<file path="src/rtl/stack_pkg.sv">
// Shared definitions for the stack program sequencer: opcodes, error codes,
// instruction word layout {halt, opcode[2:0], operand[WIDTH-1:0]} and FSM states.
package stack_pkg;

  localparam logic [2:0] OP_NOP  = 3'd0;
  localparam logic [2:0] OP_ADD  = 3'd4;
  localparam logic [2:0] OP_MUL  = 3'd5;
  localparam logic [2:0] OP_PUSH = 3'd6;
  localparam logic [2:0] OP_POP  = 3'd7;

  localparam logic [1:0] ERR_NONE   = 2'd0;
  localparam logic [1:0] ERR_OVF    = 2'd1;
  localparam logic [1:0] ERR_UNF    = 2'd2;
  localparam logic [1:0] ERR_NOHALT = 2'd3;

  // Control bits above the operand: one halt flag plus the opcode field.
  localparam int OPC_W  = 3;
  localparam int CTRL_W = 4;

  // Bit position of the halt flag for a given operand width.
  function automatic int halt_pos(input int width);
    return width + 3;
  endfunction

  // Least significant bit of the opcode field for a given operand width.
  function automatic int opc_lsb(input int width);
    return width;
  endfunction

  typedef enum logic [2:0] {
    ST_IDLE  = 3'd0,
    ST_FETCH = 3'd1,
    ST_ISSUE = 3'd2,
    ST_CHECK = 3'd3,
    ST_DONE  = 3'd4,
    ST_ERROR = 3'd5
  } state_t;

endpackage

</file>
<file path="src/rtl/stack_prog_mem.sv">
// Program memory: register array with a synchronous write port and an
// asynchronous read port so FETCH can decode the word in the same cycle.
module stack_prog_mem #(
  parameter int DEPTH = 16,
  parameter int IW    = 12,
  parameter int AW    = $clog2(DEPTH)
) (
  input  logic          clk,
  input  logic          we,
  input  logic [AW-1:0] waddr,
  input  logic [IW-1:0] wdata,
  input  logic [AW-1:0] raddr,
  output logic [IW-1:0] rdata
);

  logic [IW-1:0] mem_r [DEPTH];

  // Write one program word when enabled; contents are deliberately not reset.
  always_ff @(posedge clk) begin
    if (we) begin
      mem_r[waddr] <= wdata;
    end
  end

  assign rdata = mem_r[raddr];

endmodule

</file>
<file path="src/rtl/stack_program_sequencer.sv">
// Issues a stored program of stack instructions to the stack ALU, one opcode
// per instruction, with depth pre-checks, overflow detection and sticky errors.
module stack_program_sequencer
  import stack_pkg::*;
#(
  parameter int WIDTH       = 8,
  parameter int DEPTH       = 16,
  parameter int STACK_DEPTH = 8,
  parameter int AW          = $clog2(DEPTH)
) (
  input  logic                clk,
  input  logic                rst,
  input  logic                load_en,
  input  logic [AW-1:0]       load_addr,
  input  logic [4+WIDTH-1:0]  load_data,
  input  logic                start,
  output logic [WIDTH-1:0]    stk_in,
  output logic [2:0]          stk_opcode,
  input  logic [WIDTH-1:0]    stk_out,
  input  logic                stk_overflow,
  input  logic [7:0]          stk_index,
  output logic                busy,
  output logic                done,
  output logic [1:0]          error,
  output logic [WIDTH-1:0]    result,
  output logic [AW-1:0]       pc
);

  localparam int IW       = CTRL_W + WIDTH;
  localparam int HALT_BIT = halt_pos(WIDTH);
  localparam int OPC_LSB  = opc_lsb(WIDTH);

  state_t             state_r, state_s;
  logic [AW-1:0]      pc_r, pc_s;
  logic [1:0]         error_r, error_s;
  logic               busy_r, busy_s;
  logic               done_r, done_s;
  logic [WIDTH-1:0]   result_r, result_s;
  logic [2:0]         opcode_r, opcode_s;
  logic [WIDTH-1:0]   operand_r, operand_s;

  logic               mem_we_s;
  logic [IW-1:0]      rd_word_s;
  logic               word_halt_s;
  logic [2:0]         word_opc_s;
  logic [WIDTH-1:0]   word_arg_s;

  // Loads are only accepted while no program is running.
  assign mem_we_s = load_en & ~busy_r;

  stack_prog_mem #(
    .DEPTH (DEPTH),
    .IW    (IW),
    .AW    (AW)
  ) u_mem (
    .clk   (clk),
    .we    (mem_we_s),
    .waddr (load_addr),
    .wdata (load_data),
    .raddr (pc_r),
    .rdata (rd_word_s)
  );

  assign word_halt_s = rd_word_s[HALT_BIT];
  assign word_opc_s  = rd_word_s[OPC_LSB +: OPC_W];
  assign word_arg_s  = rd_word_s[WIDTH-1:0];

  // State and all outputs are registered; synchronous reset returns them to idle values.
  always_ff @(posedge clk) begin
    if (rst) begin
      state_r   <= ST_IDLE;
      pc_r      <= '0;
      error_r   <= ERR_NONE;
      busy_r    <= 1'b0;
      done_r    <= 1'b0;
      result_r  <= '0;
      opcode_r  <= OP_NOP;
      operand_r <= '0;
    end else begin
      state_r   <= state_s;
      pc_r      <= pc_s;
      error_r   <= error_s;
      busy_r    <= busy_s;
      done_r    <= done_s;
      result_r  <= result_s;
      opcode_r  <= opcode_s;
      operand_r <= operand_s;
    end
  end

  // Next-state and next-output decode; opcode/operand are only loaded on the way into ISSUE.
  always_comb begin
    state_s   = state_r;
    pc_s      = pc_r;
    error_s   = error_r;
    busy_s    = busy_r;
    done_s    = 1'b0;
    result_s  = result_r;
    opcode_s  = OP_NOP;
    operand_s = '0;
    case (state_r)
      ST_IDLE: begin
        if (start) begin
          error_s = ERR_NONE;
          pc_s    = '0;
          busy_s  = 1'b1;
          state_s = ST_FETCH;
        end else begin
          state_s = ST_IDLE;
        end
      end
      ST_FETCH: begin
        if (word_halt_s) begin
          done_s  = 1'b1;
          busy_s  = 1'b0;
          state_s = ST_DONE;
        end else if ((word_opc_s == OP_PUSH) && (stk_index == 8'(STACK_DEPTH))) begin
          error_s = ERR_OVF;
          busy_s  = 1'b0;
          state_s = ST_ERROR;
        end else if (((word_opc_s == OP_POP) && (stk_index == 8'd0)) ||
                     (((word_opc_s == OP_ADD) || (word_opc_s == OP_MUL)) && (stk_index < 8'd2))) begin
          error_s = ERR_UNF;
          busy_s  = 1'b0;
          state_s = ST_ERROR;
        end else begin
          opcode_s  = word_opc_s;
          operand_s = word_arg_s;
          state_s   = ST_ISSUE;
        end
      end
      ST_ISSUE: begin
        state_s = ST_CHECK;
      end
      ST_CHECK: begin
        result_s = stk_out;
        if (stk_overflow) begin
          error_s = ERR_OVF;
          busy_s  = 1'b0;
          state_s = ST_ERROR;
        end else if (pc_r == AW'(DEPTH - 1)) begin
          error_s = ERR_NOHALT;
          busy_s  = 1'b0;
          state_s = ST_ERROR;
        end else begin
          pc_s    = pc_r + AW'(1);
          state_s = ST_FETCH;
        end
      end
      ST_DONE: begin
        state_s = ST_IDLE;
      end
      ST_ERROR: begin
        state_s = ST_IDLE;
      end
      default: begin
        busy_s  = 1'b0;
        state_s = ST_IDLE;
      end
    endcase
  end

  assign stk_in     = operand_r;
  assign stk_opcode = opcode_r;
  assign busy       = busy_r;
  assign done       = done_r;
  assign error      = error_r;
  assign result     = result_r;
  assign pc         = pc_r;

endmodule

</file>
<file path="config.mk">
export PLATFORM = sky130hd
export DESIGN_NAME = stack_program_sequencer
export DESIGN_NICKNAME = d
export VERILOG_FILES = /design/src/rtl/stack_pkg.sv /design/src/rtl/stack_prog_mem.sv /design/src/rtl/stack_program_sequencer.sv
export SDC_FILE = /design/constraint.sdc
export NUM_CORES = 1
export LEC_CHECK = 0
export CORE_AREA = 2 2 129 131
export CTS_BUF_LIST = sky130_fd_sc_hd__clkbuf_4 sky130_fd_sc_hd__clkbuf_8 sky130_fd_sc_hd__clkbuf_16
export DETAILED_ROUTE_END_ITERATION = 16
export DIE_AREA = 0 0 131 133
export MAX_ROUTING_LAYER = met4
export PLACE_DENSITY = 0.86
export SETUP_SLACK_MARGIN = 0.3
export SLEW_MARGIN = 0
export SYNTH_ARGS = -nofsm -noshare
export SYNTH_HDL_FRONTEND = slang
export SYNTH_SLANG_ARGS = --single-unit
</file>
<file path="constraint.sdc">
create_clock -name clk -period 3.15 [get_ports clk]
set_input_delay 0.63 -clock clk [delete_from_list [all_inputs] [get_ports clk]]
set_output_delay 0.63 -clock clk [all_outputs]
set_load 0.02 [all_outputs]
</file>
==> results.yml <==
# generated from flow reports
timing:
  min_period_ns: 2.75
  worstMarginPinSlew_ns: 0.663
  rsz0062_at_grt: "false"
  hold_violations: 0
  holdWs_ns: 0.468
  fin_crit_sh: 0.873
  finalWorstSetupSlack_ns: 0.399
placed_design:
  dpl.hpwl_um: 11800
  post-place-ws_ns: 0.401
  io_buffers: 63
  placed_cells: 739
  gp_congestion: 0.872
hold_path:
  min-delay-start: "result[5]"
  worstHoldPathCells: 2
  hold_path_class: "flip-flop to flip-flop"
synthesis:
  ys_types: 37
  common_cells: "192 x edfxtp_1, 46 x mux4_2, 34 x dfxtp_1"
  ys_seq_share: 0.746
  syn_nets: 477
  synth.area.top_cells: "edfxtp_1 67%, mux4_2 12%, dfxtp_1 7.9%, mux4_1 3.3%, nand2_1 1.2%"
  syn_avg_cell_area_um2: 19.7
  topCombFamilyByArea: "multiplexers"
  ys_sh_simple: 0.0525
  ff_type: "edfxtp_1"
  compound_area_frac: 0.0175
  syn_area_mm2: 0.00864
  synthCells: 439
  yosys_warnings: 0
  yosys-stat-area_mm2: 0.00864
  yosys.area_share.adder: 0.00145
  ys_ff: 226
  synthArstFlopShare: 0
  top_cell: "edfxtp_1"
  ys_cells: 439
  top_cell_area_share: 0.667
power_and_ir_drop:
  power_density_mw_per_mm2: 592
  irDropWorstVdd_mv: 0.321
  p_leak_nw: 3.39
clock_tree:
  clk_pin_slew_worst_paths_ns: 0.06
  cts_made_buffers: 22
  ctsHoldBuffers: 0
  root_buffer: "clkbuf_16"
  clk_latency_ns: 0.52
  cts_max_level: 1
worst_setup_path:
  worstRegToRegCells: 8
  critPathBufInv: 1
  crit_family: "multiplexers"
  path_cells: "mux4_1, mux2i_1, mux2i_1, nor4b_4, o31ai_2, nand3_1, buf_4, nor2b_1"
  crit_path_max_fanout: 15
  worst_ep_required_time_ns: 3.57
  cp-end-kind: "flip-flop"
  cpMostUsedCell: "mux2i_1"
  cp_slowest_cell: "mux4_1"
  crit_type: "flip-flop to flip-flop"
  arrival_ns: 3.17
  cpPeakStageDelay_ns: 0.65
floorplanning:
  num_rows: 47
  die_w_um: 131
  fp.dieH_um: 133
  core_area_mm2: 0.0162
  die_area_mm2: 0.0174
  io_pins: 64
  fp_util: 0.534
finish:
  postLayoutCellArea_mm2: 0.0105
  insertedDiodeCount: 0
  fin_cells: 779
  utilization: 0.650
  drive_gt1_frac: 0.234
  nets: 581
grt:
  grt_max_degree: 24
  grt_pass1_vias: 4865
routing:
  vias: 4703
  ant_nets: 0
  detail_route.iter0.violations: 466
  wirelength_um: 19500
  drc: 0
  vias_per_cell: 6.04
run_status:
  outcome: "finished clean"
job:
  warnings: 26
state kept, by name (all words and copies together), names as in the netlist, named ones only:
| register | cells |
|---|---|
| done | 1 |
| busy | 1 |
| stk_opcode | 3 |
| stk_in | 8 |
| result | 8 |
| state_r | 3 |
| error | 2 |
| pc | 4 |
| u_mem.mem_r | 192 |
path summary, 6_finish.rpt:
check	endpoint	slack (ns)
setup / recovery	stk_in[7]	0.40
hold / removal	result[5]	0.47
setup reg to reg	stk_in[7]	0.40
hold reg to reg	result[5]	0.47
final cells by class:
| class | instances | area (um^2) |
|---|---|---|
| timing repair buffer | 101 | 916 |
| multi-input combinational | 188 | 2100 |
| inverter | 4 | 15.0 |
| tap | 220 | 275 |
| fill | 1024 | 5660 |
| sequential | 226 | 6450 |
| clock buffer | 29 | 656 |
| clock inverter | 11 | 98.8 |
worst register-to-register path, stage by stage, from the launching register on:
cell and delay, ns:
dfxtp_4 0.51, mux4_1 0.65, mux2i_1 0.17, mux2i_1 0.16, nor4b_4 0.18, o31ai_2 0.36, nand3_1 0.16, buf_4 0.22
nor2b_1 0.23
report_power, final:
| part | switching [mW] | internal (mW) |
|---|---|---|
| Clock | 1.09 | 1.63 |
| Combinational | 0.118 | 0.0887 |
| Sequential | 0.0179 | 3.28 |
layout by cell type, fill, tap and decap left out, types with 5 or more instances in the layout:
cell type,instances
nor2_1,25
nor2b_1,10
a21oi_1,13
clkbuf_16,25
mux4_2,46
mux4_1,11
edfxtp_1,192
clkinv_1,5
nand2_1,27
mux2i_1,9
dfxtp_1,32
clkdlybuf4s50_1,63
buf_4,38
routing by layer:
metal	track usage	vias to the layer above	wire length, um	part of all wire
li1	-	1980	-	-
met1	0.288	2384	7160	0.37
met2	0.393	257	10000	0.51
met3	0.0433	82	1490	0.077
met4	0.0922	0	801	0.041
met5	-	-	0	0
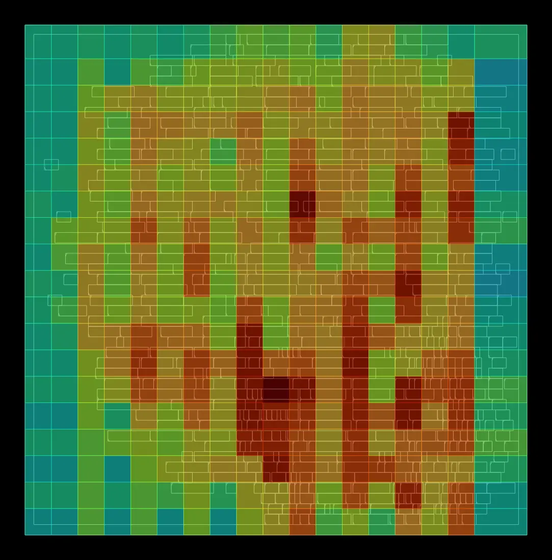
(images/congestion_map.png)
Most Crowded Layer GR: met2
met3 Use GR: 0.0433

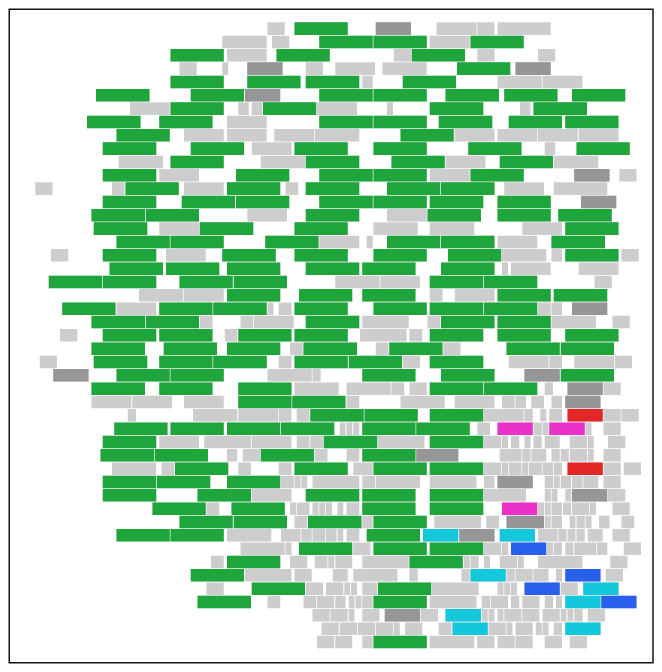
(images/ff_map.png)
legend:
  cyan:
    name_in_the_netlist: result
    sequential_cells: 8
    where: lower right
  green:
    name_in_the_netlist: u_mem.mem_r
    sequential_cells: 192
    where: spread over the die
  magenta:
    name_in_the_netlist: state_r
    sequential_cells: 3
  blue:
    name_in_the_netlist: pc
    sequential_cells: 4
    where: lower right
  red:
    name_in_the_netlist: error
    sequential_cells: 2
not colored: 17

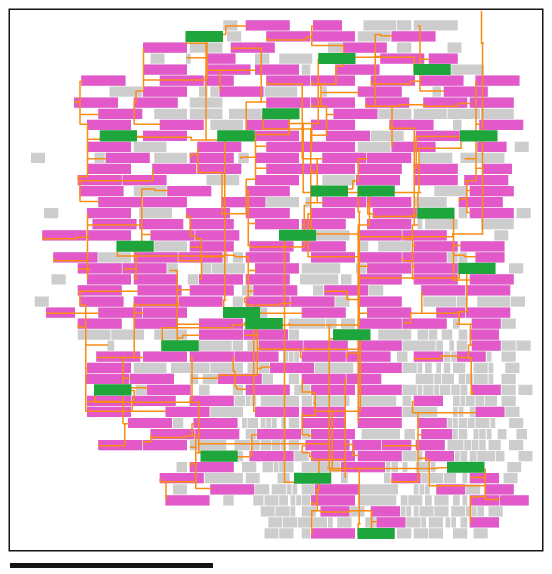
(images/clock_wires.png)
Bar = 50 um.
legend:
  green:
    item: clock-net drivers
    count: 22
  orange:
    item: clock wires
    length: 2540 um
  magenta:
    item: flip-flops
    count: 226
routed clock nets: 23

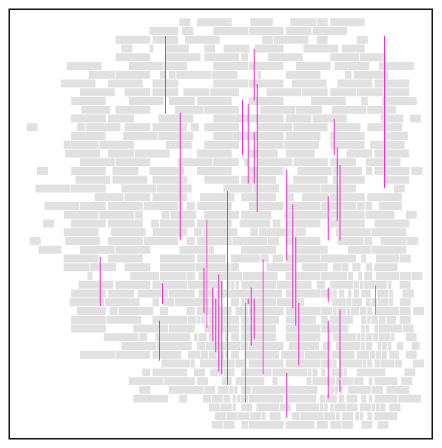
(images/m4.png)
nets with wire on the layer: 26
main direction: vertical
share of all routed wire: 4.1%

